$ cat src/rtl/addr_pkg.sv
// rtl/addr_pkg.sv - shared modes, register addresses and status bit indices for addr_pipe_unit
package addr_pkg;

    typedef enum logic [1:0] {
        MODE_ADD     = 2'd0,
        MODE_ADD_OFF = 2'd1,
        MODE_SUB     = 2'd2,
        MODE_SAT     = 2'd3
    } mode_e;

    localparam logic [2:0] ADDR_CTRL   = 3'd0;
    localparam logic [2:0] ADDR_OFFSET = 3'd1;
    localparam logic [2:0] ADDR_GP     = 3'd2;
    localparam logic [2:0] ADDR_COUNT  = 3'd3;
    localparam logic [2:0] ADDR_STATUS = 3'd4;

    localparam int STAT_OVF_BIT  = 0;
    localparam int STAT_BUSY_BIT = 1;

endpackage

$ cat src/rtl/addr_regbank.sv
// rtl/addr_regbank.sv - register bank: control/offset/gp storage, result counter, sticky status, registered reads
module addr_regbank
    import addr_pkg::*;
#(
    parameter int WIDTH = 8
) (
    input  logic             clk,
    input  logic             reset,
    input  logic [2:0]       des_address,
    input  logic [WIDTH-1:0] des_value,
    input  logic             des_reg_valid,
    input  logic             des_wr_rd,
    input  logic             xfer,
    input  logic             xfer_carry,
    input  logic             busy,
    output mode_e            mode,
    output logic [WIDTH-1:0] offset,
    output logic [WIDTH-1:0] rd_value,
    output logic             rd_valid
);

    logic [WIDTH-1:0] ctrl_q;
    logic [WIDTH-1:0] offset_q;
    logic [WIDTH-1:0] gp_q;
    logic [WIDTH-1:0] count_q;
    logic             ovf_q;

    logic             wr_en;
    logic             rd_en;
    logic             ovf_clr;
    logic [WIDTH-1:0] status_word;
    logic [WIDTH-1:0] rd_mux;

    assign mode   = mode_e'(ctrl_q[1:0]);
    assign offset = offset_q;

    // Decode the strobe and build the read word from current (pre-update) register values
    always_comb begin
        wr_en       = des_reg_valid && des_wr_rd;
        rd_en       = des_reg_valid && !des_wr_rd;
        ovf_clr     = wr_en && (des_address == ADDR_STATUS) && des_value[STAT_OVF_BIT];
        status_word = '0;
        status_word[STAT_OVF_BIT]  = ovf_q;
        status_word[STAT_BUSY_BIT] = busy;
        rd_mux = '0;
        case (des_address)
            ADDR_CTRL:   rd_mux = ctrl_q;
            ADDR_OFFSET: rd_mux = offset_q;
            ADDR_GP:     rd_mux = gp_q;
            ADDR_COUNT:  rd_mux = count_q;
            ADDR_STATUS: rd_mux = status_word;
            default:     rd_mux = '0;
        endcase
    end

    // Register writes, transfer counter, sticky overflow (set beats clear) and read response
    always_ff @(posedge clk) begin
        if (reset) begin
            ctrl_q   <= '0;
            offset_q <= '0;
            gp_q     <= '0;
            count_q  <= '0;
            ovf_q    <= 1'b0;
            rd_value <= '0;
            rd_valid <= 1'b0;
        end else begin
            if (wr_en && des_address == ADDR_CTRL)   ctrl_q   <= des_value;
            if (wr_en && des_address == ADDR_OFFSET) offset_q <= des_value;
            if (wr_en && des_address == ADDR_GP)     gp_q     <= des_value;
            if (xfer) count_q <= count_q + WIDTH'(1);
            ovf_q    <= (xfer && xfer_carry) || (ovf_q && !ovf_clr);
            rd_valid <= rd_en;
            if (rd_en) rd_value <= rd_mux;
        end
    end

endmodule

$ cat src/rtl/addr_pipe_unit.sv
// rtl/addr_pipe_unit.sv - pipelined add/add-offset/subtract unit with register bank; ADDR_SAT_EN enables saturating mode 3
module addr_pipe_unit
    import addr_pkg::*;
#(
    parameter int WIDTH = 8,
    parameter int PIPE  = 2
) (
    input  logic             clk,
    input  logic             reset,
    input  logic [WIDTH-1:0] Value_a,
    input  logic [WIDTH-1:0] Value_b,
    input  logic             Data_val,
    output logic             Data_rdy,
    output logic [WIDTH-1:0] Sum_result,
    output logic             Sum_carry,
    output logic             Sum_val,
    input  logic             Sum_rdy,
    input  logic [2:0]       Des_address,
    input  logic [WIDTH-1:0] Des_value,
    input  logic             Des_reg_valid,
    input  logic             Des_wr_rd,
    output logic [WIDTH-1:0] Des_rd_value,
    output logic             Des_rd_valid
);

    logic [WIDTH-1:0] res_q [PIPE];
    logic [PIPE-1:0]  cry_q;
    logic [PIPE-1:0]  vld_q;

    mode_e            mode;
    logic [WIDTH-1:0] offset;
    logic             advance;
    logic             accept;
    logic [WIDTH:0]   sum_ab;
    logic [WIDTH+1:0] sum_off;
    logic [WIDTH-1:0] calc_res;
    logic             calc_cry;

    assign advance    = !vld_q[PIPE-1] || Sum_rdy;
    assign Data_rdy   = advance && !reset;
    assign accept     = Data_val && Data_rdy;
    assign Sum_result = res_q[PIPE-1];
    assign Sum_carry  = cry_q[PIPE-1];
    assign Sum_val    = vld_q[PIPE-1];

    // Result is computed at acceptance so mode/offset are frozen with the operands
    always_comb begin
        sum_ab   = {1'b0, Value_a} + {1'b0, Value_b};
        sum_off  = {2'b00, Value_a} + {2'b00, Value_b} + {2'b00, offset};
        calc_res = sum_ab[WIDTH-1:0];
        calc_cry = sum_ab[WIDTH];
        case (mode)
            MODE_ADD_OFF: begin
                calc_res = sum_off[WIDTH-1:0];
                calc_cry = |sum_off[WIDTH+1:WIDTH];
            end
            MODE_SUB: begin
                calc_res = Value_a - Value_b;
                calc_cry = Value_a < Value_b;
            end
            MODE_SAT: begin
`ifdef ADDR_SAT_EN
                calc_res = sum_ab[WIDTH] ? {WIDTH{1'b1}} : sum_ab[WIDTH-1:0];
                calc_cry = sum_ab[WIDTH];
`else
                calc_res = sum_ab[WIDTH-1:0];
                calc_cry = sum_ab[WIDTH];
`endif
            end
            default: begin
                calc_res = sum_ab[WIDTH-1:0];
                calc_cry = sum_ab[WIDTH];
            end
        endcase
    end

    // Shift register pipeline; every stage moves together only when the output can advance
    always_ff @(posedge clk) begin
        if (reset) begin
            vld_q <= '0;
            cry_q <= '0;
            for (int i = 0; i < PIPE; i++) res_q[i] <= '0;
        end else if (advance) begin
            vld_q[0] <= accept;
            cry_q[0] <= calc_cry;
            res_q[0] <= calc_res;
            for (int i = 1; i < PIPE; i++) begin
                vld_q[i] <= vld_q[i-1];
                cry_q[i] <= cry_q[i-1];
                res_q[i] <= res_q[i-1];
            end
        end
    end

    addr_regbank #(.WIDTH(WIDTH)) u_regbank (
        .clk           (clk),
        .reset         (reset),
        .des_address   (Des_address),
        .des_value     (Des_value),
        .des_reg_valid (Des_reg_valid),
        .des_wr_rd     (Des_wr_rd),
        .xfer          (Sum_val && Sum_rdy),
        .xfer_carry    (Sum_carry),
        .busy          (|vld_q),
        .mode          (mode),
        .offset        (offset),
        .rd_value      (Des_rd_value),
        .rd_valid      (Des_rd_valid)
    );

endmodule

$ cat config.mk
export PLATFORM = sky130hd
export DESIGN_NAME = addr_pipe_unit
export DESIGN_NICKNAME = d
export VERILOG_FILES = /design/src/rtl/addr_pkg.sv /design/src/rtl/addr_regbank.sv /design/src/rtl/addr_pipe_unit.sv
export SDC_FILE = /design/constraint.sdc
export NUM_CORES = 1
export LEC_CHECK = 0
export CORE_MARGIN = 2
export CORE_UTILIZATION = 56
export DETAILED_ROUTE_END_ITERATION = 7
export HOLD_SLACK_MARGIN = 0.15
export PLACE_DENSITY = 0.85
export SLEW_MARGIN = 20
export SYNTH_ARGS = -nofsm -noshare
export SYNTH_HDL_FRONTEND = slang
export SYNTH_SLANG_ARGS = --single-unit
$ cat constraint.sdc
create_clock -name clk -period 3.3 [get_ports clk]
set_input_delay 0.66 -clock clk [delete_from_list [all_inputs] [get_ports clk]]
set_output_delay 0.66 -clock clk [all_outputs]
set_load 0.05 [all_outputs]
Fig. 1: routed metal, one color a layer
(4 px per micron) Two of the layers only.
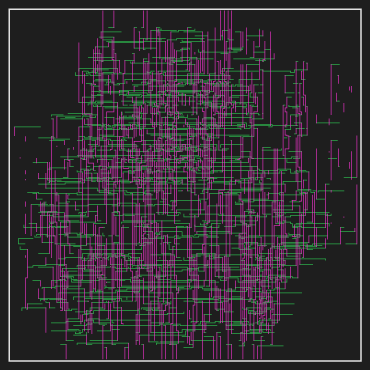
Key: green = metal 1 [wire length 3950 microns]; magenta = metal 2 [wire length 4630 microns]
drt total wl: 9.327 mm
Tot GR Track Use: 25.16%
Vias: 3207

Fig. 2: metal 2
(4 px per micron)
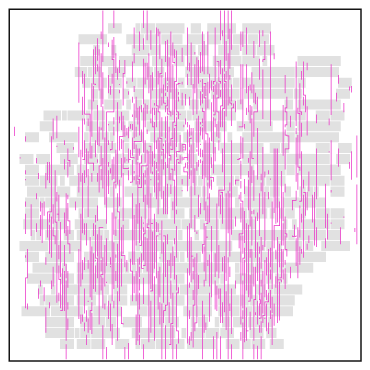
The longest straight run is 28.6 microns. 459 nets have wire on it. The wires run mostly vertical. The layer holds 50% of the routed length. The layer carries 4630 microns of wire.
GR Util met2: 41.80%

Fig. 3: close-up of the layout
Window x 24 to 64, y 24 to 64 microns. Cells in gray, sequential cells in the stronger gray; small squares are vias.
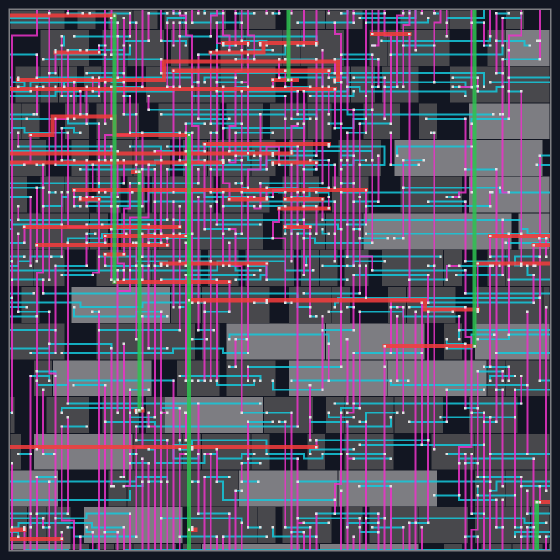
Key: red = metal 3; green = metal 4; cyan = metal 1; magenta = metal 2
152 logic cells have their middle in the window. Netlist names of flops here include `res_q` (4), `u_regbank.ctrl_q` (3), `u_regbank.offset` (3). Most frequent: nor2_1 (20), inv_1 (14). Sequential cells in the window: 16.

Fig. 4: placement view
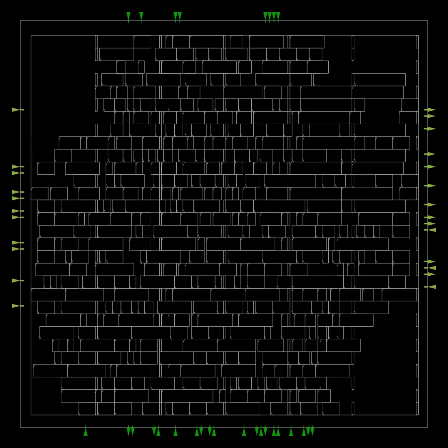
fin cells: 555
fraction of area in registers: 29.38%
tap cells: 96
Filler cells: 509
Flops: 62

==> critical path, cell delays in order <==
cell and delay [ps]:
clkdlybuf4s50_1 530, fa_1 440, ha_2 220, fa_2 390, a211oi_4 290, o21bai_2 120
a21oi_1 210, xnor2_1 110, a221oi_1 240, a211oi_1 100
==> sequential cells by signal (all words and copies together), names as in the netlist <==
name                cells
u_regbank.ctrl_q        8
u_regbank.count_q       8
u_regbank.rd_value      8
res_q                  16
u_regbank.ovf_q         1
u_regbank.gp_q          8
vld_q                   2
u_regbank.offset        8
cry_q                   2
u_regbank.rd_valid      1
==> power by group through the flow <==
stage	Combinational [uW]	Clock (uW)	Sequential, uW
after floorplan	287	0	849
after global placement	418	0	844
after detailed placement	432	0	846
after CTS	435	735	829
after global routing	487	771	832
final	455	727	829
==> area by class of cell <==
class / instances / area (sq um) / share of cell area [%]
multi-input cells: 285 / 2276 / 47.72
flip-flops and latches: 62 / 1401 / 29.38
repair buffers: 69 / 658.1 / 13.80
clock buffers: 10 / 127.6 / 2.676
well taps: 96 / 120.1 / 2.518
inverters: 27 / 101.3 / 2.125
clock inverters: 6 / 85.08 / 1.784
==> per-layer routing <==
| layer | vias up | part of all wire (%) | track usage, % |
|---|---|---|---|
| met1 | 1545 | 42 | 33.15 |
| met3 | 15 | 6.5 | 6.032 |
| met5 | - | 0 | 0 |
| met4 | 0 | 1.5 | 6.573 |
| li1 | 1518 | - | - |
| met2 | 129 | 50 | 41.80 |
==> kinds of logic after synthesis <==
group                      count (synthesis)  share of synthesized area [%]
and+or+nand+nor                          112                          13.34
AOI/OAI and AO/OA                         88                          16.26
DFF                                       62                          35.84
buffers and inverters                     56                          6.848
adders and majority gates                 37                          13.95
muxes                                     33                          10.40
xor gates and xnor gates                  15                          3.360
==> job_summary.md <==
## Synthesis and layout report

| Metric | Value |
|---|---|
| Setup crit start | `Value_a[1]` |
| Grt total ovfl | `0` |
| Dpl ws | `-378.7 ps` |
| Synth Seq Share | `35.84%` |
| First-pass GRT wire length | `14.84 mm` |
| Num CTS Buffers | `9` |
| Top cells by area | `dfxtp_1 (24%), edfxtp_1 (12%), ha_1 (8.3%)` |
| Peak fanout along the critical path | `2` |
| Top Layout Cells | `nor2_1 (59), clkdlybuf4s50_1 (51), dfxtp_1 (46)` |
| Most instantiated cells after synthesis | `nor2_1 (59), dfxtp_1 (46), ha_1 (26), inv_1 (26), mux2i_1 (26)` |
| Status | `finished, final reports clean` |
| Post-synth regs | `62` |
| Gp weighted congestion | `0.9702` |
| WHS Path Cells | `2` |
| Inst Count DP | `538` |
| Worst EP arrival | `3320 ps` |
| Worst skew pair latency | `340 ps` |
| Resize count post-CTS | `0` |
| Fmax | `0.3088 GHz` |
| Slew headroom | `59.69%` |
| Reg2reg start | `u_regbank.offset[1]$_SDFFE_PP0P_` |
| DIE WIDTH | `87.56 microns` |
| Post-Syn Area | `0.003910 sq mm` |
| Clk sinks | `62` |
| YS chip area | `0.003910 sq mm` |
| Post-synth EDFFs | `16` |
| # DRC | `0` |
| Drt first pass iters | `5` |
| Crit path kind | `input pin to flip-flop` |
| Crit. End Element | `flip-flop` |
| Setup ws final | `61.68 ps` |
| Vias/cell | `5.778` |
| Flop pwr share | `41.2%` |
| Avg Inst Size Synth | `9.702 sq um` |
| Synth cell types | `57` |
| Worst reg-to-reg path cell count | `9` |
| Fin crit share | `98.13%` |
| Final hold viol count | `0` |
| Initial core utilization | `57.55%` |
| WP data required | `3380 ps` |
| Clk pin slew, worst setup/hold paths | `70 ps` |
| Setup TNS | `0 ps` |
| Hold Path Sink | `u_regbank.ovf_q$_SDFF_PP0_` |
| Setup violators final | `0` |
| Final Util | `70.20%` |
| P_leak | `0.001942 uW` |
| Most common cell in the synthesized netlist | `nor2_1` |
| Pin count of the biggest net entering global routing | `44` |
| Height of the die | `87.56 microns` |
Power figures rest on the tool's default switching activity, not on a simulated workload.
